File: src/rtl/cordic_pkg.sv
// Shared constants for the CORDIC sine/cosine datapath and its phase front end.
// Angles are Q2.6 radians; phase is an unsigned fraction of a full turn.
package cordic_pkg;

  localparam int PHASE_W     = 16;
  localparam int ITER_CYCLES = 11;
  localparam int ANGLE_W     = 8;
  localparam int ANGLE_FRAC  = 6;

  // 2*pi*2^ANGLE_FRAC scaled by 2^16 / 2^PHASE_W; only exact for PHASE_W = 16.
  localparam int K_RAD  = 402;
  localparam int PROD_W = 25;

  localparam logic [11:0] CORDIC_GAIN_INIT = 12'b00_1001101110;

endpackage

File: src/rtl/angle_fold.sv
// Folds a full-turn phase into [-pi/2, pi/2] and scales it to a Q2.6 radian angle.
// neg_o flags that sine and cosine of the folded angle must both be negated.
module angle_fold #(
  parameter int PHASE_W = cordic_pkg::PHASE_W
) (
  input  logic [PHASE_W-1:0]                   phase_i,
  output logic signed [cordic_pkg::ANGLE_W-1:0] angle_o,
  output logic                                  neg_o
);
  import cordic_pkg::*;

  logic                       quadNeg;
  logic signed [PHASE_W-1:0]  folded;
  logic signed [PROD_W-1:0]   prod;
  logic signed [PROD_W-1:0]   rounded;
  logic                       unusedRoundBits;

  // Quadrants 1 and 2 are rotated by pi (MSB flip) so the core only sees |angle| <= pi/2.
  assign quadNeg = phase_i[PHASE_W-1] ^ phase_i[PHASE_W-2];
  assign folded  = quadNeg ? $signed({~phase_i[PHASE_W-1], phase_i[PHASE_W-2:0]})
                           : $signed(phase_i);

  assign prod    = PROD_W'(folded) * PROD_W'(K_RAD);
  assign rounded = prod + PROD_W'(1 << (PHASE_W - 1));

  assign angle_o = rounded[PHASE_W+ANGLE_W-1:PHASE_W];
  assign neg_o   = quadNeg;

  assign unusedRoundBits = ^{rounded[PROD_W-1:PHASE_W+ANGLE_W], rounded[PHASE_W-1:0]};

endmodule

File: src/rtl/cordic_phase_gen.sv
// Phase accumulator feeding the iterative CORDIC core: advances once per slot,
// presents the folded Q2.6 angle and tracks the negate flag for the result in flight.
module cordic_phase_gen #(
  parameter int PHASE_W     = cordic_pkg::PHASE_W,
  parameter int ITER_CYCLES = cordic_pkg::ITER_CYCLES
) (
  input  logic                                  clk_i,
  input  logic                                  rst_ni,
  input  logic                                  en_i,
  input  logic [PHASE_W-1:0]                    freq_word_i,
  input  logic                                  freq_load_i,
  input  logic                                  phase_clr_i,
  output logic signed [cordic_pkg::ANGLE_W-1:0] angle_out_o,
  output logic                                  strobe_o,
  output logic                                  cur_neg_o,
  output logic                                  res_neg_o
);
  import cordic_pkg::*;

  localparam int                CNT_W    = $clog2(ITER_CYCLES);
  localparam logic [CNT_W-1:0]  LAST_CNT = CNT_W'(ITER_CYCLES - 1);

  logic [CNT_W-1:0]          cnt_q, cnt_d;
  logic [PHASE_W-1:0]        phase_q, phase_d;
  logic [PHASE_W-1:0]        freq_q, freq_d;
  logic                      pend_q, pend_d;
  logic signed [ANGLE_W-1:0] angle_q, angle_d;
  logic                      cur_neg_q, cur_neg_d;
  logic                      res_neg_q, res_neg_d;

  logic                      boundary;
  logic [PHASE_W-1:0]        phaseNext;
  logic signed [ANGLE_W-1:0] foldAngle;
  logic                      foldNeg;

  assign boundary = (cnt_q == LAST_CNT);

  // A clear arriving on the boundary edge itself still wins over the increment.
  always_comb begin
    phaseNext = phase_q;
    if (pend_q || phase_clr_i) begin
      phaseNext = '0;
    end else if (en_i) begin
      phaseNext = phase_q + freq_q;
    end
  end

  angle_fold #(
    .PHASE_W (PHASE_W)
  ) u_fold (
    .phase_i (phaseNext),
    .angle_o (foldAngle),
    .neg_o   (foldNeg)
  );

  always_comb begin
    cnt_d     = cnt_q + 1'b1;
    phase_d   = phase_q;
    freq_d    = freq_q;
    pend_d    = pend_q | phase_clr_i;
    angle_d   = angle_q;
    cur_neg_d = cur_neg_q;
    res_neg_d = res_neg_q;

    if (freq_load_i) begin
      freq_d = freq_word_i;
    end

    // res_neg takes the old cur_neg: the core result lags its angle by one slot.
    if (boundary) begin
      cnt_d     = '0;
      phase_d   = phaseNext;
      angle_d   = foldAngle;
      cur_neg_d = foldNeg;
      res_neg_d = cur_neg_q;
      pend_d    = 1'b0;
    end
  end

  always_ff @(posedge clk_i or negedge rst_ni) begin
    if (!rst_ni) begin
      cnt_q     <= '0;
      phase_q   <= '0;
      freq_q    <= '0;
      pend_q    <= 1'b0;
      angle_q   <= '0;
      cur_neg_q <= 1'b0;
      res_neg_q <= 1'b0;
    end else begin
      cnt_q     <= cnt_d;
      phase_q   <= phase_d;
      freq_q    <= freq_d;
      pend_q    <= pend_d;
      angle_q   <= angle_d;
      cur_neg_q <= cur_neg_d;
      res_neg_q <= res_neg_d;
    end
  end

  assign angle_out_o = angle_q;
  assign strobe_o    = boundary;
  assign cur_neg_o   = cur_neg_q;
  assign res_neg_o   = res_neg_q;

endmodule

File: config.mk
export PLATFORM = sky130hd
export DESIGN_NAME = cordic_phase_gen
export DESIGN_NICKNAME = d
export VERILOG_FILES = /design/src/rtl/cordic_pkg.sv /design/src/rtl/angle_fold.sv /design/src/rtl/cordic_phase_gen.sv
export SDC_FILE = /design/constraint.sdc
export NUM_CORES = 1
export LEC_CHECK = 0
export ABC_CLOCK_PERIOD_IN_PS = 13500
export CORE_UTILIZATION = 60
export DETAILED_ROUTE_END_ITERATION = 7
export GPL_ROUTABILITY_DRIVEN = 0
export PLACE_DENSITY = 0.81
export SETUP_SLACK_MARGIN = 0.02
export SLEW_MARGIN = 20
export SYNTH_ARGS = -nofsm -noshare
export SYNTH_HDL_FRONTEND = slang
export SYNTH_HIERARCHICAL = 1
export SYNTH_SLANG_ARGS = --single-unit
File: constraint.sdc
create_clock -name clk_i -period 13.5 [get_ports clk_i]
set_input_delay 1.35 -clock clk_i [delete_from_list [all_inputs] [get_ports clk_i]]
set_output_delay 1.35 -clock clk_i [all_outputs]
set_load 0.02 [all_outputs]
==> notes.md <==
Numbers from the implementation run.

The flow ran to the end, and the final reports show no timing, DRC or antenna violations. The flow reported a cell area power density of 55.9 nW/um2. The setup slack after placement is 5900 ps. The chip area line of the yosys report is 4880 um2. At the worst endpoint, the required time is 13750 ps. The combinational gate power is 0.0440 mW. The overall die width is 92.2 um. At the worst endpoint, the arrival time is 7660 ps.

The power report puts the leakage power at 2.74 nW. The via count of the first global-routing pass was 3916. Derived from the worst setup path, the maximum achievable clock frequency is 135 MHz. The startpoint type of the worst setup path is a register. For this design, Yosys synthesis ends with a cell count of 515.

The standard cell core area is 7810 um2. Using the TritonRoute via totals, the vias-per-cell ratio works out to 5.99. The first detailed-routing pass took 5 iterations.

The tap cell instance count is 102. The final count of hold timing violations is 0. The clock-pin transition on the worst setup and hold timing paths is 100 ps. Across all setup checks in the final design, the least slack found is 6100 ps. For reference, the critical path is launched at phase_q[0]. The number of antenna violations at the first check in global routing came to 0.

The global-route usage over all layers is 26.2%. The post-layout total power is 0.301 mW. Fill cells in the final layout number 605. The share of the cycle needed by the critical path after routing is 54.8%.

The final report gives the standard cell area, fillers excluded, as 5390 um2. The detailed router finished its first iteration with 201 violations. Multi-input logic gates represent a cell area share of 65.1%. The internal power contribution is 0.221 mW. By area, logic gates come first. The number of nets in the final layout is 659. After clock tree synthesis, the repair step resized 0 gates.

Yosys attributes the largest share of cell area to dfrtp_1, ha_1, fa_1, nand2_1, mux2_2. The share of the yosys chip area belonging to registers is 24.1%. Per the TritonCTS log, the buffer count is 5. The worst slew margin relative to its limit is 48.3%. The fraction of final cell area spent on clock buffers and inverters in this run is 2.09%. The count of sequential standard cells is 47. Counting both buffers and inverters, the worst setup path holds a total of 0.

For this run, the share of the core covered by cells in the final layout is 69.0%. For this run, the number of Yosys warnings is 6. For this sky-water flow run, the detailed-routed wirelength per cell is reported as 16.3 um.
**The metal 1 layer**

Bar = 20 um.
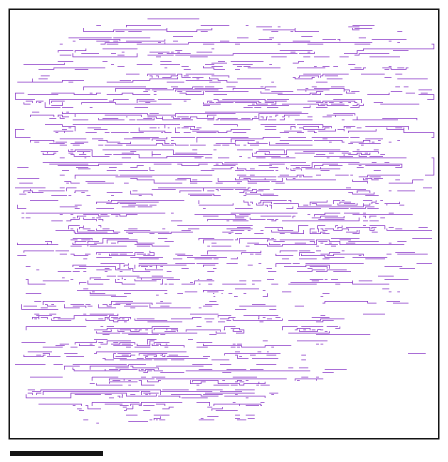
The layer holds 46% of the routed length. 613 nets have wire on it. The longest straight run is 39.6 um.
overall via count from detail_route: 3871
fraction of met1 tracks used by global routing: 35.9%

**Signal wires on met2**

Bar = 20 um.
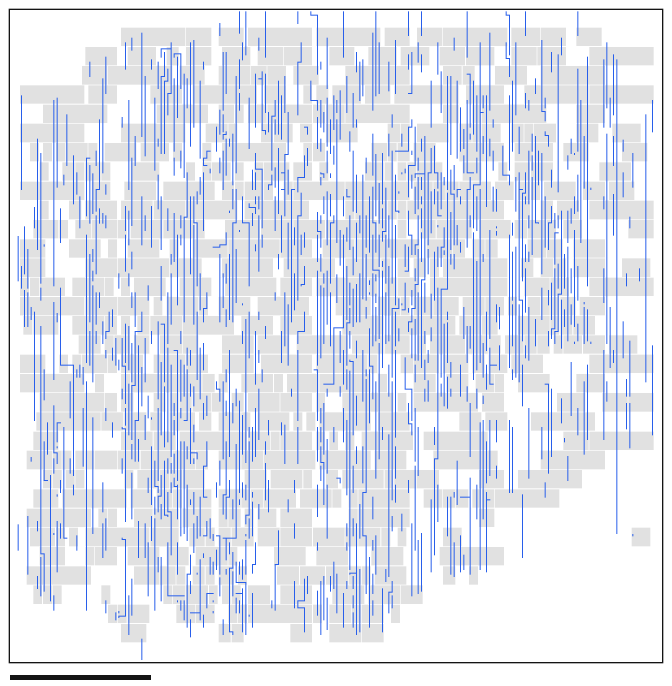
The layer carries 5030 um of wire. The wires run mostly vertical. 567 nets have wire on it. The layer holds 48% of the routed length. The longest straight run is 67.0 um.
wire length after detailed routing: 10600 um
met2 track demand over resource in global routing: 43.9%

**Signal wires on met3**

Bar = 20 um.
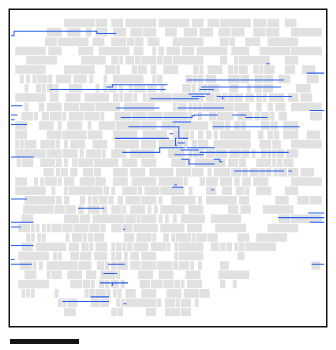
The layer carries 538 um of wire. The layer holds 5.1% of the routed length. The longest straight run is 33.6 um. 47 nets have wire on it. The wires run mostly horizontal.

Power is estimated from default activity; no workload was simulated.
